==> run_1/density.png <==
Drawn at 4 px/um. The die is cut into 6 by 10 equal tiles; black is low, pale yellow is high, 0 to 100% covered.
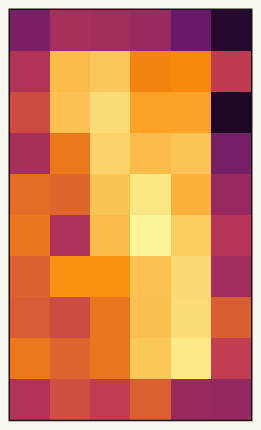
==> run_1/metal_stack.png <==
Drawn at 4 px/um.
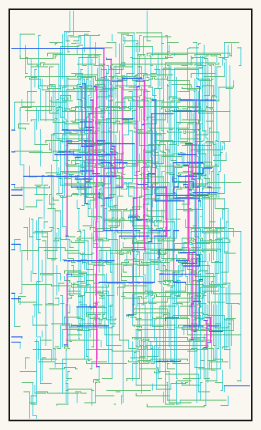
==> run_1/cell_classes.png <==
Drawn at 4 px/um.
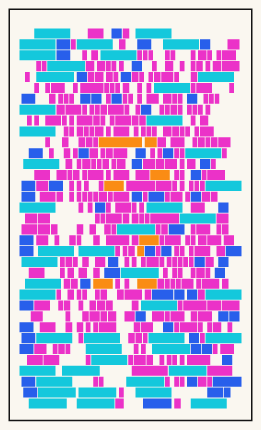
==> run_1/pins.png <==
Drawn at 4 px/um. Pins as bars across the die edge, other pins in gray.
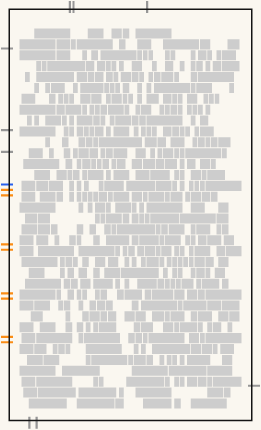
### src/rtl/ps2_command_transmitter_if.sv
// Command-side handshake between host logic and the PS/2 host-to-device transmitter.
// The host logic uses the master modport and the transmitter uses the slave modport.
interface ps2_command_transmitter_if;
  logic [7:0] command;
  logic       send_command;
  logic       busy;
  logic       command_was_sent;
  logic       error_communication_timed_out;

  modport master (
    output command,
    output send_command,
    input  busy,
    input  command_was_sent,
    input  error_communication_timed_out
  );

  modport slave (
    input  command,
    input  send_command,
    output busy,
    output command_was_sent,
    output error_communication_timed_out
  );
endinterface

### src/rtl/ps2_command_transmitter.sv
// PS/2 host-to-device command transmitter. It inhibits the bus, issues the start bit,
// shifts out data/parity/stop on device clock falls, then checks the ACK.
module ps2_command_transmitter #(
  parameter int INHIBIT_CYCLES = 5000,
  parameter int START_TIMEOUT  = 750000,
  parameter int XFER_TIMEOUT   = 100000
) (
  input  logic                    CLOCK_50,
  input  logic                    resetn,
  ps2_command_transmitter_if.slave cmd_if,
  input  logic                    ps2_clk_in,
  input  logic                    ps2_dat_in,
  output logic                    ps2_clk_oe,
  output logic                    ps2_dat_oe
);

  localparam int MAX_AB     = (INHIBIT_CYCLES > START_TIMEOUT) ? INHIBIT_CYCLES : START_TIMEOUT;
  localparam int MAX_CYCLES = (MAX_AB > XFER_TIMEOUT) ? MAX_AB : XFER_TIMEOUT;
  localparam int CNT_W      = $clog2(MAX_CYCLES + 1);

  typedef enum logic [3:0] {
    ST_IDLE         = 4'd0,
    ST_INHIBIT      = 4'd1,
    ST_REQUEST      = 4'd2,
    ST_WAIT_CLK     = 4'd3,
    ST_SEND         = 4'd4,
    ST_WAIT_ACK     = 4'd5,
    ST_WAIT_RELEASE = 4'd6,
    ST_DONE         = 4'd7,
    ST_ERROR        = 4'd8
  } state_t;

  function automatic logic odd_parity(input logic [7:0] data);
    return ~^data;
  endfunction

  function automatic logic [3:0] bit_cnt_inc(input logic [3:0] value);
    return (value >= 4'd11) ? 4'd11 : value + 4'd1;
  endfunction

  state_t             state_r, state_n;
  logic [CNT_W-1:0]   cnt_r, cnt_n;
  logic [3:0]         bit_cnt_r, bit_cnt_n;
  logic [7:0]         cmd_r, cmd_n;
  logic               par_r, par_n;
  logic               clk_oe_r, clk_oe_n;
  logic               dat_oe_r, dat_oe_n;
  logic               busy_r, busy_n;
  logic               sent_r, sent_n;
  logic               err_r, err_n;
  logic               clk_meta_r, clk_sync_r, clk_prev_r;
  logic               dat_meta_r, dat_sync_r;
  logic               clk_fall_s;

  // Synchronise the raw pins; idle-high reset values avoid a false edge after reset.
  always_ff @(posedge CLOCK_50 or negedge resetn) begin
    if (!resetn) begin
      clk_meta_r <= 1'b1;
      clk_sync_r <= 1'b1;
      clk_prev_r <= 1'b1;
      dat_meta_r <= 1'b1;
      dat_sync_r <= 1'b1;
    end else begin
      clk_meta_r <= ps2_clk_in;
      clk_sync_r <= clk_meta_r;
      clk_prev_r <= clk_sync_r;
      dat_meta_r <= ps2_dat_in;
      dat_sync_r <= dat_meta_r;
    end
  end

  assign clk_fall_s = clk_prev_r & ~clk_sync_r;

  // State, datapath and registered outputs.
  always_ff @(posedge CLOCK_50 or negedge resetn) begin
    if (!resetn) begin
      state_r   <= ST_IDLE;
      cnt_r     <= {CNT_W{1'b0}};
      bit_cnt_r <= 4'd0;
      cmd_r     <= 8'd0;
      par_r     <= 1'b0;
      clk_oe_r  <= 1'b0;
      dat_oe_r  <= 1'b0;
      busy_r    <= 1'b0;
      sent_r    <= 1'b0;
      err_r     <= 1'b0;
    end else begin
      state_r   <= state_n;
      cnt_r     <= cnt_n;
      bit_cnt_r <= bit_cnt_n;
      cmd_r     <= cmd_n;
      par_r     <= par_n;
      clk_oe_r  <= clk_oe_n;
      dat_oe_r  <= dat_oe_n;
      busy_r    <= busy_n;
      sent_r    <= sent_n;
      err_r     <= err_n;
    end
  end

  // Next-state logic; the data line only changes on a detected clock fall.
  always_comb begin
    state_n   = state_r;
    cnt_n     = cnt_r;
    bit_cnt_n = bit_cnt_r;
    cmd_n     = cmd_r;
    par_n     = par_r;
    dat_oe_n  = dat_oe_r;
    case (state_r)
      ST_IDLE: begin
        cnt_n     = {CNT_W{1'b0}};
        bit_cnt_n = 4'd0;
        if (cmd_if.send_command) begin
          cmd_n   = cmd_if.command;
          par_n   = odd_parity(cmd_if.command);
          state_n = ST_INHIBIT;
        end else begin
          state_n = ST_IDLE;
        end
      end
      ST_INHIBIT: begin
        if (cnt_r >= CNT_W'(INHIBIT_CYCLES - 1)) begin
          cnt_n    = {CNT_W{1'b0}};
          dat_oe_n = 1'b1;
          state_n  = ST_REQUEST;
        end else begin
          cnt_n = cnt_r + CNT_W'(1);
        end
      end
      ST_REQUEST: begin
        cnt_n    = {CNT_W{1'b0}};
        dat_oe_n = 1'b1;
        state_n  = ST_WAIT_CLK;
      end
      ST_WAIT_CLK: begin
        if (clk_fall_s) begin
          dat_oe_n  = ~cmd_r[0];
          bit_cnt_n = 4'd1;
          cnt_n     = {CNT_W{1'b0}};
          state_n   = ST_SEND;
        end else if (cnt_r >= CNT_W'(START_TIMEOUT)) begin
          state_n = ST_ERROR;
        end else begin
          cnt_n = cnt_r + CNT_W'(1);
        end
      end
      ST_SEND: begin
        if (cnt_r >= CNT_W'(XFER_TIMEOUT)) begin
          state_n = ST_ERROR;
        end else begin
          cnt_n = cnt_r + CNT_W'(1);
          if (clk_fall_s) begin
            bit_cnt_n = bit_cnt_inc(bit_cnt_r);
            if (bit_cnt_r < 4'd8) begin
              dat_oe_n = ~cmd_r[bit_cnt_r[2:0]];
            end else if (bit_cnt_r == 4'd8) begin
              dat_oe_n = ~par_r;
            end else begin
              dat_oe_n = 1'b0;
              state_n  = ST_WAIT_ACK;
            end
          end else begin
            bit_cnt_n = bit_cnt_r;
          end
        end
      end
      ST_WAIT_ACK: begin
        if (cnt_r >= CNT_W'(XFER_TIMEOUT)) begin
          state_n = ST_ERROR;
        end else begin
          cnt_n = cnt_r + CNT_W'(1);
          if (clk_fall_s) begin
            bit_cnt_n = bit_cnt_inc(bit_cnt_r);
            state_n   = dat_sync_r ? ST_ERROR : ST_WAIT_RELEASE;
          end else begin
            state_n = ST_WAIT_ACK;
          end
        end
      end
      ST_WAIT_RELEASE: begin
        if (cnt_r >= CNT_W'(XFER_TIMEOUT)) begin
          state_n = ST_ERROR;
        end else begin
          cnt_n = cnt_r + CNT_W'(1);
          if (clk_sync_r && dat_sync_r) begin
            state_n = ST_DONE;
          end else begin
            state_n = ST_WAIT_RELEASE;
          end
        end
      end
      ST_DONE:  state_n = ST_IDLE;
      ST_ERROR: state_n = ST_IDLE;
      default:  state_n = ST_IDLE;
    endcase

    // Outputs follow the next state so each one is a plain flop.
    clk_oe_n = (state_n == ST_INHIBIT) || (state_n == ST_REQUEST);
    dat_oe_n = dat_oe_n && (state_n != ST_IDLE) && (state_n != ST_ERROR) && (state_n != ST_DONE)
               && (state_n != ST_INHIBIT);
    busy_n   = (state_n != ST_IDLE);
    sent_n   = (state_n == ST_DONE);
    err_n    = (state_n == ST_ERROR);
  end

  assign ps2_clk_oe                           = clk_oe_r;
  assign ps2_dat_oe                           = dat_oe_r;
  assign cmd_if.busy                          = busy_r;
  assign cmd_if.command_was_sent              = sent_r;
  assign cmd_if.error_communication_timed_out = err_r;

endmodule

### src/flat_wrapper.sv
// flat-port wrapper written by rule: the top's interface ports become plain ports
module ps2_command_transmitter_flat 
#(
  parameter int INHIBIT_CYCLES = 5000,
  parameter int START_TIMEOUT  = 750000,
  parameter int XFER_TIMEOUT   = 100000
)
  (CLOCK_50, resetn, ps2_clk_in, ps2_dat_in, ps2_clk_oe, ps2_dat_oe, cmd_if_command, cmd_if_send_command, cmd_if_busy, cmd_if_command_was_sent, cmd_if_error_communication_timed_out);
  ps2_command_transmitter_if cmd_if_i ();
  input  logic CLOCK_50;
  input  logic resetn;
  input  logic ps2_clk_in;
  input  logic ps2_dat_in;
  output logic ps2_clk_oe;
  output logic ps2_dat_oe;
  input wire logic [$bits(cmd_if_i.command)-1:0] cmd_if_command;
  input wire logic [$bits(cmd_if_i.send_command)-1:0] cmd_if_send_command;
  output wire logic [$bits(cmd_if_i.busy)-1:0] cmd_if_busy;
  output wire logic [$bits(cmd_if_i.command_was_sent)-1:0] cmd_if_command_was_sent;
  output wire logic [$bits(cmd_if_i.error_communication_timed_out)-1:0] cmd_if_error_communication_timed_out;
  assign cmd_if_i.command = cmd_if_command;
  assign cmd_if_i.send_command = cmd_if_send_command;
  assign cmd_if_busy = cmd_if_i.busy;
  assign cmd_if_command_was_sent = cmd_if_i.command_was_sent;
  assign cmd_if_error_communication_timed_out = cmd_if_i.error_communication_timed_out;
  ps2_command_transmitter #(.INHIBIT_CYCLES(INHIBIT_CYCLES), .START_TIMEOUT(START_TIMEOUT), .XFER_TIMEOUT(XFER_TIMEOUT)) u_core (.CLOCK_50(CLOCK_50), .resetn(resetn), .cmd_if(cmd_if_i), .ps2_clk_in(ps2_clk_in), .ps2_dat_in(ps2_dat_in), .ps2_clk_oe(ps2_clk_oe), .ps2_dat_oe(ps2_dat_oe));
endmodule
### config.mk
export PLATFORM = sky130hd
export DESIGN_NAME = ps2_command_transmitter_flat
export DESIGN_NICKNAME = d
export VERILOG_FILES = /design/src/rtl/ps2_command_transmitter_if.sv /design/src/rtl/ps2_command_transmitter.sv /design/src/flat_wrapper.sv
export SDC_FILE = /design/constraint.sdc
export NUM_CORES = 1
export LEC_CHECK = 0
export ABC_AREA = 1
export CORE_ASPECT_RATIO = 1.75
export CORE_MARGIN = 2
export CORE_UTILIZATION = 55
export DETAILED_ROUTE_END_ITERATION = 10
export PLACE_DENSITY = 0.72
export REMOVE_ABC_BUFFERS = 1
export SETUP_SLACK_MARGIN = 0.4
export SLEW_MARGIN = 25
export SYNTH_ARGS = -nofsm -noshare
export SYNTH_HDL_FRONTEND = slang
export SYNTH_SLANG_ARGS = --single-unit
### constraint.sdc
create_clock -name CLOCK_50 -period 2.2 [get_ports CLOCK_50]
set_input_delay 0.33 -clock CLOCK_50 [delete_from_list [all_inputs] [get_ports CLOCK_50]]
set_output_delay 0.33 -clock CLOCK_50 [all_outputs]
set_load 0.02 [all_outputs]
==> impl_metrics.csv, run 1 <==
group,metric,value,unit
finish,layout.area.comb,0.001897,mm^2
critical_path,timing.rr.end,"u_core.cnt_r[2]",
job,cap_viol_max_count,0,
outcome,status,"finished clean",
power,clk-power,0.653,mW
floorplan,die_w,60.25,um
power,power.group.top,"sequential cells",
yosys,top_cell_area_share,34.51,%
drt,routedLengthMet1,3082,um
finish,regMostFlops,"u_core.cnt_r",
grt,globalRouteMet3Util,4.177,%
hold_path,min_path_type,"input port to async pin",
drt,dr.pass1.iters,6,
finish,layout-drive-gt1-share,32.06,%
yosys,synth-seq-area-share,38.82,%
yosys,synth_flops,47,
finish,clock_cell_area_share,2.749,%
power,swShare,22.33,%
floorplan,num_io_pins,18,
sta,worst_pin_slew,0.5735,ns
clocking,clk_pin_slew_worst_paths,0.10,ns
placement,dp.final_hpwl,6181,um
power,p_comb,0.0814,mW
floorplan,dieArea,0.006172,mm^2
clocking,numCtsBuffers,5,
floorplan,dieHeight,102.4,um
critical_path,cp_num_cells,11,
sta,fmax,0.5532,GHz
grt,grt_max_degree,27,
finish,areaGrowthSynthToFinish,34.51,%
floorplan,core_util_floorplan,57.47,%
yosys,top_area_cell,"dfrtp_1",
yosys,yosys_area,0.003045,mm^2
finish,sh_comb_area,46.30,%
power,power_frac_clock,40.6,%
critical_path,ff2ff_path_depth,11,
finish,buf_share,13.71,%
grt,met2_usage,53.76,%
clocking,htree_levels,2,
sta,final-hold-violation-count,0,
floorplan,fp-row-count,35,
yosys,ys_sh_mux,2.958,%
power,p_int,1.250,mW
sta,rsz0062_at_grt,"yes",
critical_path,crit_family,"simple AND/OR/NAND/NOR gates",
critical_path,worstPathArrival,2.04,ns
placement,post-place-cells,527,
finish,post-route-util,77.31,%
yosys,top_cells_by_area,"dfrtp_1 (35%), nand2_1 (14%), nand3_1 (7.7%), inv_1 (7.5%), nor2_1 (6.0%)",
grt,grt_overflow,0,
power,netSwitchingPower,0.3593,mW
power,p_per_area,392.8,mW/mm^2
finish,regArea,0.001191,mm^2
sta,hold_ws,0.004006,ns
finish,nets,511,
finish,design_area,0.004096,mm^2
yosys,flop_cell,"dfrtp_1",
floorplan,well_tap_count,74,
yosys,ys_warn_count,0,
yosys,synth_area,0.003045,mm^2
critical_path,startpoint_type,"register",
clocking,clk_latency,0.30,ns
finish,flops,47,
## Picture notes: density.png
emptiest ninth of the die = north-east
densest ninth of the die = center
mean over tiles = 65%
fullest tile = 98%

## Picture notes: metal_stack.png
met3 -> blue  # wire length 432 um
met4 -> magenta  # wire length 662 um
met1 -> green  # wire length 3080 um
met2 -> cyan  # wire length 4800 um
Routed WL per cell: 15.74 um
final wirelength: 8974 um
via count: 3223
GRT Total Usage: 29.55%

## Picture notes: cell_classes.png
flip-flops -> cyan  # cells 47, share of their area 30%
clock drivers and dummy loads -> orange  # cells 8, share of their area 2.8%
all other logic -> magenta  # cells 378, share of their area 53%
other buffers and delay cells -> blue  # cells 63, share of their area 14%

## Picture notes: pins.png
cmd_if_command -> orange  # pins 8, direction input, edge west
cmd_if_send_command -> blue  # pins 1, direction input, edge west
all pins by edge = 12 west, 3 north, 2 south, 1 east

[run 1: cells in the mapped netlist, types with 2 or more instances]
library cell,n
xor2_1,5
nand2_2,7
nor3_1,14
nor2_2,5
mux2_2,8
buf_4,2
a21oi_1,11
nand3b_1,3
dfrtp_1,42
nand3_1,47
nor2_1,49
dfstp_2,5
nor3b_2,5
a21oi_2,2
nand4_1,5
o21ai_1,8
xnor2_1,8
ha_1,3
inv_1,61
o21ai_0,11
nand2_1,116
[run 1: cell usage in the layout (no fill, tap or decap), types with 2 or more instances in the layout]
cell / instances
a21oi_1: 9
a21oi_2: 3
buf_12: 2
buf_4: 38
buf_6: 5
clkbuf_8: 5
clkdlybuf4s50_1: 16
clkinv_4: 2
dfrtp_1: 35
dfrtp_2: 7
dfstp_2: 5
ha_1: 2
inv_1: 50
inv_2: 12
mux2_2: 8
nand2_1: 102
nand2_2: 12
nand2_4: 9
nand3_1: 41
nand3_2: 5
nand3b_1: 3
nand3b_4: 2
nand4_1: 5
nor2_1: 38
nor2_2: 10
nor2_4: 7
nor3_1: 5
nor3_2: 8
nor3_4: 2
nor3b_2: 5
o21ai_0: 7
o21ai_1: 8
o21ai_2: 3
xnor2_1: 8
xor2_1: 5
[run 1: worst max path at each step]
stage / startpoint / end / slack, ns
final: u_core.cnt_r[5] / u_core.cnt_r[2] / 0.39
after detailed placement: u_core.cnt_r[0] / u_core.cnt_r[2] / -0.003
after global placement: u_core.cnt_r[0] / u_core.cnt_r[2] / 0.0005
after CTS: u_core.cnt_r[5] / u_core.cnt_r[2] / 0.39
after global routing: u_core.cnt_r[11] / u_core.cnt_r[4] / 0.30
after floorplan: u_core.clk_sync_r / u_core.cnt_r[6] / 0.40
==> run_1/final_clocks.png <==
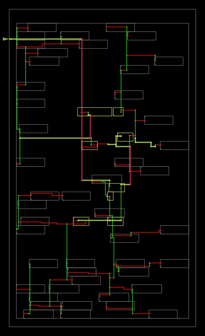

==> run 1 -> run 2 <==
--- a/config.mk
+++ b/config.mk
@@ -8,9 +8,9 @@
 export ABC_AREA = 1
 export CORE_ASPECT_RATIO = 1.75
 export CORE_MARGIN = 2
-export CORE_UTILIZATION = 55
+export CORE_UTILIZATION = 54
 export DETAILED_ROUTE_END_ITERATION = 10
-export PLACE_DENSITY = 0.72
+export PLACE_DENSITY = 0.73
 export REMOVE_ABC_BUFFERS = 1
 export SETUP_SLACK_MARGIN = 0.4
 export SLEW_MARGIN = 25
==> constraint.sdc (replaced) <==
create_clock -name CLOCK_50 -period 1.49 [get_ports CLOCK_50]
set_input_delay 0.2235 -clock CLOCK_50 [delete_from_list [all_inputs] [get_ports CLOCK_50]]
set_output_delay 0.2235 -clock CLOCK_50 [all_outputs]
set_load 0.02 [all_outputs]
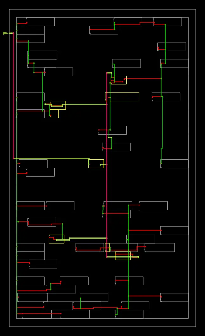
(run_2/final_clocks.png)
registers: 47
clk sink count: 47
# clk buffers: 6
Power Clock: 0.981 mW

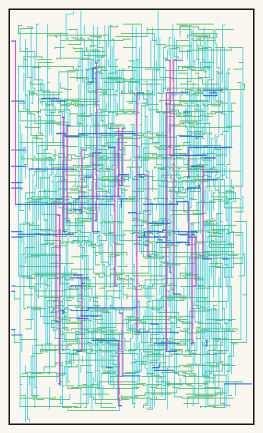
(run_2/metal_stack.png)
Drawn at 4 px/um.
met4 -> magenta  # wire length 666 um
met2 -> cyan  # wire length 6230 um
met1 -> green  # wire length 3660 um
met3 -> blue  # wire length 369 um

==> run 2 against run 1 <==
Synthesized area is the same. Highest routed layer unchanged. Cell area grew 18%. Worst hold slack gained 0.29 ns. The flow now finishes with violations (setup timing). Non-clock buffer count grew 74. Largest cell class unchanged. Utilization grew 11 points.
==> impl_metrics.csv, run 2 <==
group,metric,value,unit
yosys,ys_top_logic_family,"simple AND/OR/NAND/NOR gates",
finish,mostFrequentLayoutCells,"buf_4 (101), nand2_1 (91), inv_1 (55)",
yosys,flop_cell,"dfrtp_1",
yosys,synthMostInstantiatedCell,"nand2_1",
sta,setup-tns-final,-7.861,ns
critical_path,crit_path_max_fanout,12,
finish,reg_top3,"u_core.cnt_r (20), u_core.cmd_r (8)",
finish,areaGrowthSynthToFinish,58.83,%
critical_path,ff2ff_setup_slack,-0.38,ns
finish,layout_top_cell,"buf_4",
yosys,synth_area,0.003045,mm^2
placement,placed_cell_area,0.004036,mm^2
drt,avgRoutedWirePerCell,16.93,um
sta,rsz0062_at_grt,"yes",
yosys,synth-seq-area-share,38.82,%
finish,regArea,0.001185,mm^2
critical_path,worst-endpoint-required,1.75,ns
critical_path,startpoint,"u_core.cnt_r[5]",
finish,layout-drive-gt1-share,43.59,%
floorplan,fp-row-count,36,
yosys,ys_warn_count,0,
finish,antenna_cells,0,
clocking,numCtsBuffers,5,
outcome,status,"complete, but fails checks",
finish,regMostFlops,"u_core.cnt_r",
critical_path,timing.rr.end,"u_core.cnt_r[15]",
grt,grt_max_degree,27,
floorplan,dieHeight,103.3,um
power,vdd_drop_max,0.6853,mV
clocking,htree_levels,2,
grt,antenna_found_initial,0,
sta,fmax,0.5358,GHz
drt,wirelength,10920,um
floorplan,num_io_pins,18,
power,p_per_area,499.2,mW/mm^2
finish,stdcell_count,645,
drt,ant_nets,0,
drt,vias,3523,
floorplan,die_w,60.77,um
sta,slew_headroom,76.11,%
yosys,edf_count,0,
sta,setup_ws,-0.3764,ns
grt,grt_overflow,0,
finish,layout.area.comb,0.002062,mm^2
outcome,violations,"setup timing",
yosys,synth_cells,428,
floorplan,core-area,0.005495,mm^2
hold_path,min_path_type,"input port to register",
sta,skew,0.01312,ns
floorplan,core_util_floorplan,55.42,%
clocking,clk_latency,0.33,ns
power,p_total,2.414,mW
job,cap_viol_max_count,0,
yosys,yosys_area,0.003045,mm^2
sta,setup_viol,32,
clocking,cts_tree,"done",
yosys,top_cells_by_area,"dfrtp_1 (35%), nand2_1 (14%), nand3_1 (7.7%), inv_1 (7.5%), nor2_1 (6.0%)",
yosys,top_cell_area_share,34.51,%
drt,drc,0,
yosys,synth.top_cells.by_count,"nand2_1 (116), inv_1 (61), nor2_1 (49), nand3_1 (47), dfrtp_1 (42)",
clocking,root_buffer,"clkbuf_8",
yosys,synth_flops,47,
yosys,ys_sh_xor,3.739,%
critical_path,startpoint_type,"register",
placement,dp.final_hpwl,7003,um
yosys,ys_sh_adder,1.233,%
grt,grt_pass1_vias,3369,
drt,dr.pass1.iters,5,
yosys,ys_sh_mux,2.958,%
critical_path,ff2ff_path_depth,14,
sta,hold_ws,0.2985,ns
grt,track_usage,34.32,%
clocking,clk_pin_slew_worst_paths,0.10,ns
placement,post-place-cells,615,
critical_path,worstPathArrival,2.13,ns
power,p_leak,2.491,nW
yosys,synthAoiAreaFrac,6.204,%
yosys,top_area_cell,"dfrtp_1",
finish,nets,584,
sta,final-hold-violation-count,0,
sta,worst_pin_slew,0.3546,ns
finish,post-route-util,88.02,%
finish,design_area,0.004837,mm^2
floorplan,dieArea,0.006280,mm^2
==> run 2: cell counts after synthesis <==
No cell type changed its count.
==> run 2: routing by layer <==
| metal | wire, um | track usage, % | vias to the layer above | share of wire [%] |
|---|---|---|---|---|
| met2 | 6225 | 65.43 | 143 | 57 |
| met3 | 369 | 5.100 | 54 | 3.4 |
| met5 | 0 | 0 | - | 0 |
| met4 | 665 | 19.57 | 0 | 6.1 |
| met1 | 3660 | 33.17 | 1690 | 34 |
| li1 | - | - | 1636 | - |
==> run 2: critical path, cell delays in order, from the launching register on <==
cell	delay (ns)
dfrtp_1	0.44
nand2_2	0.16
nand2_2	0.07
nand2_2	0.06
nand2_1	0.06
nand2_1	0.11
nand2_1	0.08
nand2_2	0.11
nand3b_4	0.13
buf_12	0.17
nor2_4	0.11
nand2_1	0.07
nand2_1	0.08
inv_1	0.05
nor2_1	0.09
==> run 2: worst max path at each step <==
stage	slack [ns]	endpoint
after detailed placement	-0.43	u_core.cnt_r[4]
final	-0.38	u_core.cnt_r[15]
after global routing	-0.48	u_core.cnt_r[15]
after CTS	-0.26	u_core.cnt_r[15]
after global placement	-0.34	u_core.cnt_r[4]
after floorplan	-0.31	u_core.cnt_r[6]
==> run 2: power by group <==
| group | switching (mW) | leakage (nW) | internal, mW |
|---|---|---|---|
| sequential | 0.00318 | 0.606 | 1.29 |
| combinational | 0.0784 | 1.83 | 0.0652 |
| clock | 0.480 | 0.0514 | 0.501 |
| total | 0.561 | 2.49 | 1.85 |
==> run 2: final cells by class <==
cell class / instances / share of cell area [%]
clock buffer: 6 / 1.500
clock inverter: 2 / 0.7760
inverter: 63 / 4.992
multi-input combinational: 314 / 42.63
sequential: 47 / 24.50
tap: 76 / 1.966
timing repair buffer: 137 / 23.64
==> run_2/pins.png <==
Drawn at 4 px/um. Pins as bars across the die edge, other pins in gray.
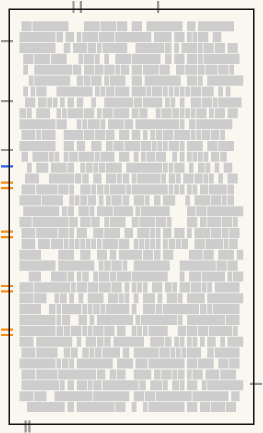

==> run 2 -> run 3 <==
--- a/config.mk
+++ b/config.mk
@@ -8,9 +8,9 @@
 export ABC_AREA = 1
 export CORE_ASPECT_RATIO = 1.75
 export CORE_MARGIN = 2
-export CORE_UTILIZATION = 54
+export CORE_UTILIZATION = 55
 export DETAILED_ROUTE_END_ITERATION = 10
-export PLACE_DENSITY = 0.73
+export PLACE_DENSITY = 0.74
 export REMOVE_ABC_BUFFERS = 1
 export SETUP_SLACK_MARGIN = 0.4
 export SLEW_MARGIN = 25
==> constraint.sdc (replaced) <==
create_clock -name CLOCK_50 -period 2.03 [get_ports CLOCK_50]
set_input_delay 0.3045 -clock CLOCK_50 [delete_from_list [all_inputs] [get_ports CLOCK_50]]
set_output_delay 0.3045 -clock CLOCK_50 [all_outputs]
set_load 0.02 [all_outputs]
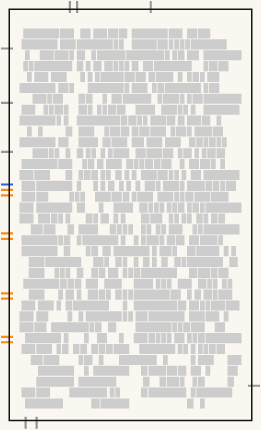
(run_3/pins.png)
Drawn at 4 px/um. Pins as bars across the die edge, other pins in gray.
cmd_if_command -> orange  # pins 8, direction input, edge west
cmd_if_send_command -> blue  # pins 1, direction input, edge west
I/O Buffers: 17
die height: 102.4 um
Die Wd: 60.25 um

==> run 3 against run 2 <==
The flow now finishes without violations. Register-to-register slack gained 0.51 ns. Power shrank 22%. Fmax shrank 1.7%. Cell count shrank 12%. First-iteration DRC count grew 48%. Die area shrank 1.7%.
==> impl_metrics.csv, run 3 <==
group,metric,value,unit
floorplan,fp-row-count,35,
critical_path,critical_path_class,"register to register",
outcome,status,"finished clean",
drt,vias,3161,
critical_path,ff2ff_path_depth,12,
power,vdd_drop_max,0.4141,mV
placement,place_ws,0.01505,ns
finish,post-route-util,77.26,%
drt,avgRoutedWirePerCell,16.50,um
power,power_frac_clock,44.6,%
yosys,yosys_area,0.003045,mm^2
power,netSwitchingPower,0.3940,mW
yosys,top_cells_by_area,"dfrtp_1 (35%), nand2_1 (14%), nand3_1 (7.7%), inv_1 (7.5%), nor2_1 (6.0%)",
clocking,root_buffer,"clkbuf_8",
clocking,numCtsBuffers,5,
job,cap_viol_max_count,0,
finish,areaGrowthSynthToFinish,34.43,%
critical_path,crit_top_cell,"nand2_1",
finish,regMostFlops,"u_core.cnt_r",
drt,dr.pass1.iters,5,
grt,track_usage,31.80,%
clocking,clock-sinks,47,
grt,grt_overflow,0,
critical_path,crit_end,"u_core.cnt_r[6]",
drt,drc,0,
floorplan,core_util_floorplan,57.47,%
sta,slew_headroom,63.18,%
finish,antenna_cells,0,
yosys,flop_cell,"dfrtp_1",
placement,dp.final_hpwl,6378,um
sta,setup_ws,0.1314,ns
yosys,ys_sh_mux,2.958,%
yosys,top_cell_area_share,34.51,%
critical_path,critPathSlowestCell,"dfrtp_2",
critical_path,timing.rr.end,"u_core.cnt_r[6]",
drt,wirelength,9406,um
clocking,clk_pin_slew_worst_paths,0.09,ns
yosys,ys_warn_count,0,
power,p_int,1.480,mW
yosys,synth_flops,47,
drt,ant_nets,0,
power,p_leak,2.005,nW
power,p_per_area,457.7,mW/mm^2
job,warnings,29,
placement,post-place-cells,528,
sta,final-hold-violation-count,0,
finish,layout.area.comb,0.001856,mm^2
hold_path,holdCritStartpoint,"u_core.clk_meta_r",
drt,drt_first_iter_violations,369,
finish,layout_top_cell,"nand2_1",
finish,layout-drive-gt1-share,31.45,%
yosys,synthAoiAreaFrac,6.204,%
grt,grt_pass1_vias,3063,
finish,nets,511,
critical_path,cp-end-kind,"register",
sta,worst_pin_slew,0.5523,ns
sta,rsz0062_at_grt,"yes",
yosys,synth_cells,428,
yosys,synth-seq-area-share,38.82,%
yosys,synthMostInstantiatedCell,"nand2_1",
grt,antenna_found_initial,0,
critical_path,worst-endpoint-required,2.23,ns
sta,setup-tns-final,0,ns
critical_path,critPathMaxStageDelay,0.47,ns
critical_path,cp_cell_sequence,"nand2_1 -> inv_1 -> nand2_1 -> nor2_2 -> nand2_2 -> nand2_1 -> nand2_2 -> nand3b_4 -> inv_4 -> nand3b_1 -> nand2_1 -> a21oi_2",
drt,viasPerCell,5.546,
yosys,ys_sh_adder,1.233,%
critical_path,crit_path_max_fanout,7,
finish,mostFrequentLayoutCells,"nand2_1 (100), inv_1 (55), nand3_1 (40)",
sta,skew,0.006155,ns
power,seqPwrFrac,50.6,%
yosys,ys_types,32,
finish,reg_top3,"u_core.cnt_r (20), u_core.cmd_r (8)",
floorplan,dieArea,0.006172,mm^2
critical_path,startpoint,"u_core.cnt_r[13]",
finish,stdcell_count,570,
placement,place_congestion,1.048,
sta,fmax,0.5267,GHz
power,swShare,21.03,%
yosys,edf_count,0,
yosys,ys_sh_xor,3.739,%
critical_path,worstPathArrival,2.10,ns
power,p_total,1.874,mW
clocking,cts_tree,"done",
critical_path,reg2reg_from,"u_core.cnt_r[13]",
power,comb_power_share,4.8,%
yosys,top_area_cell,"dfrtp_1",
finish,regArea,0.001191,mm^2
yosys,ys_cells,428,
yosys,ys_top_logic_family,"simple AND/OR/NAND/NOR gates",
sta,setup_viol,0,
clocking,clk_latency,0.31,ns
critical_path,ff2ff_setup_slack,0.13,ns
grt,grt_max_degree,27,
yosys,synth.top_cells.by_count,"nand2_1 (116), inv_1 (61), nor2_1 (49), nand3_1 (47), dfrtp_1 (42)",
sta,period_needed,1.899,ns
sta,period_used_share,93.53,%
hold_path,min_path_type,"register to register",
floorplan,num_io_pins,18,
finish,largest_reg_flops,20,
yosys,synth_area,0.003045,mm^2
critical_path,startpoint_type,"register",
clocking,htree_levels,2,
floorplan,core-area,0.005299,mm^2
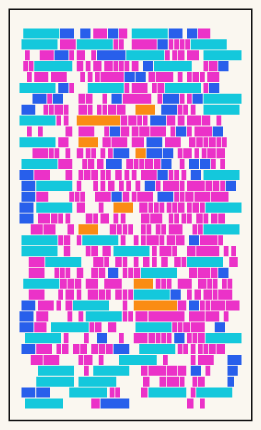
(run_3/cell_classes.png)
Drawn at 4 px/um.
clock drivers and dummy loads -> orange  # cells 8, share of their area 3.4%
flip-flops -> cyan  # cells 47, share of their area 30%
other buffers and delay cells -> blue  # cells 64, share of their area 14%
all other logic -> magenta  # cells 377, share of their area 52%

run 3: cell counts after synthesis:
Identical to the previous run, type by type.
run 3: worst max-delay path, delay by kind of cell (launching register included):
kind / cells / cell delay, ns
and+or+nand+nor: 9 / 1.12
DFF: 1 / 0.47
AOI/OAI and AO/OA: 1 / 0.04
buffers and inverters: 2 / 0.14
run 3: cell families (layout without fill, tap and decap cells):
kind of cell,after synthesis,after routing
xor gates and xnor gates,13,13
DFF,47,47
AOI/OAI and AO/OA,35,35
muxes,8,8
and+or+nand+nor,255,255
adders and majority gates,3,3
buffers and inverters,67,135
run 3: routing by layer:
metal | global-route usage (%) | wire (um) | part of all wire, % | vias up
li1 | - | - | - | 1486
met1 | 32.77 | 3073 | 33 | 1478
met2 | 56.35 | 5247 | 56 | 139
met3 | 5.443 | 388 | 4.1 | 58
met4 | 21.20 | 696 | 7.4 | 0
met5 | 0 | 0 | 0 | -
run 3: layout make-up:
cell class	count	area share, %
clock buffers	5	1.681
clock inverters	3	1.650
inverters	63	5.837
multi-input cells	314	45.32
flip-flops and latches	47	29.10
well taps	74	2.262
repair buffers	64	14.15
run 3: what timing repair did:
action	in CTS	in global routing
pin swaps	12	24
setup endpoints to repair	36	33
hold buffers	1	0
buffers inserted	17	16
endpoints found under the hold margin	21	0
gates resized	25	65
run 3: stage by stage:
stage	hold WS, ns	area (um^2)
floorplan	0.008909	3015
global placement	0.3187	3383
detailed placement	0.3194	3383
CTS	0.3612	3736
global route	0.3648	4094
finish	0.3596	4094
run 3: power by group through the flow:
stage                     logic [mW]  clock network [mW]  registers (mW)
after CTS                     0.0903               0.839           0.948
after floorplan               0.0304                   0           0.965
final                         0.0903               0.835           0.948
after global placement        0.0870                   0           0.966
after detailed placement      0.0880                   0           0.966
after global routing           0.101               0.886           0.949
Power figures rest on the tool's default switching activity, not on a simulated workload.
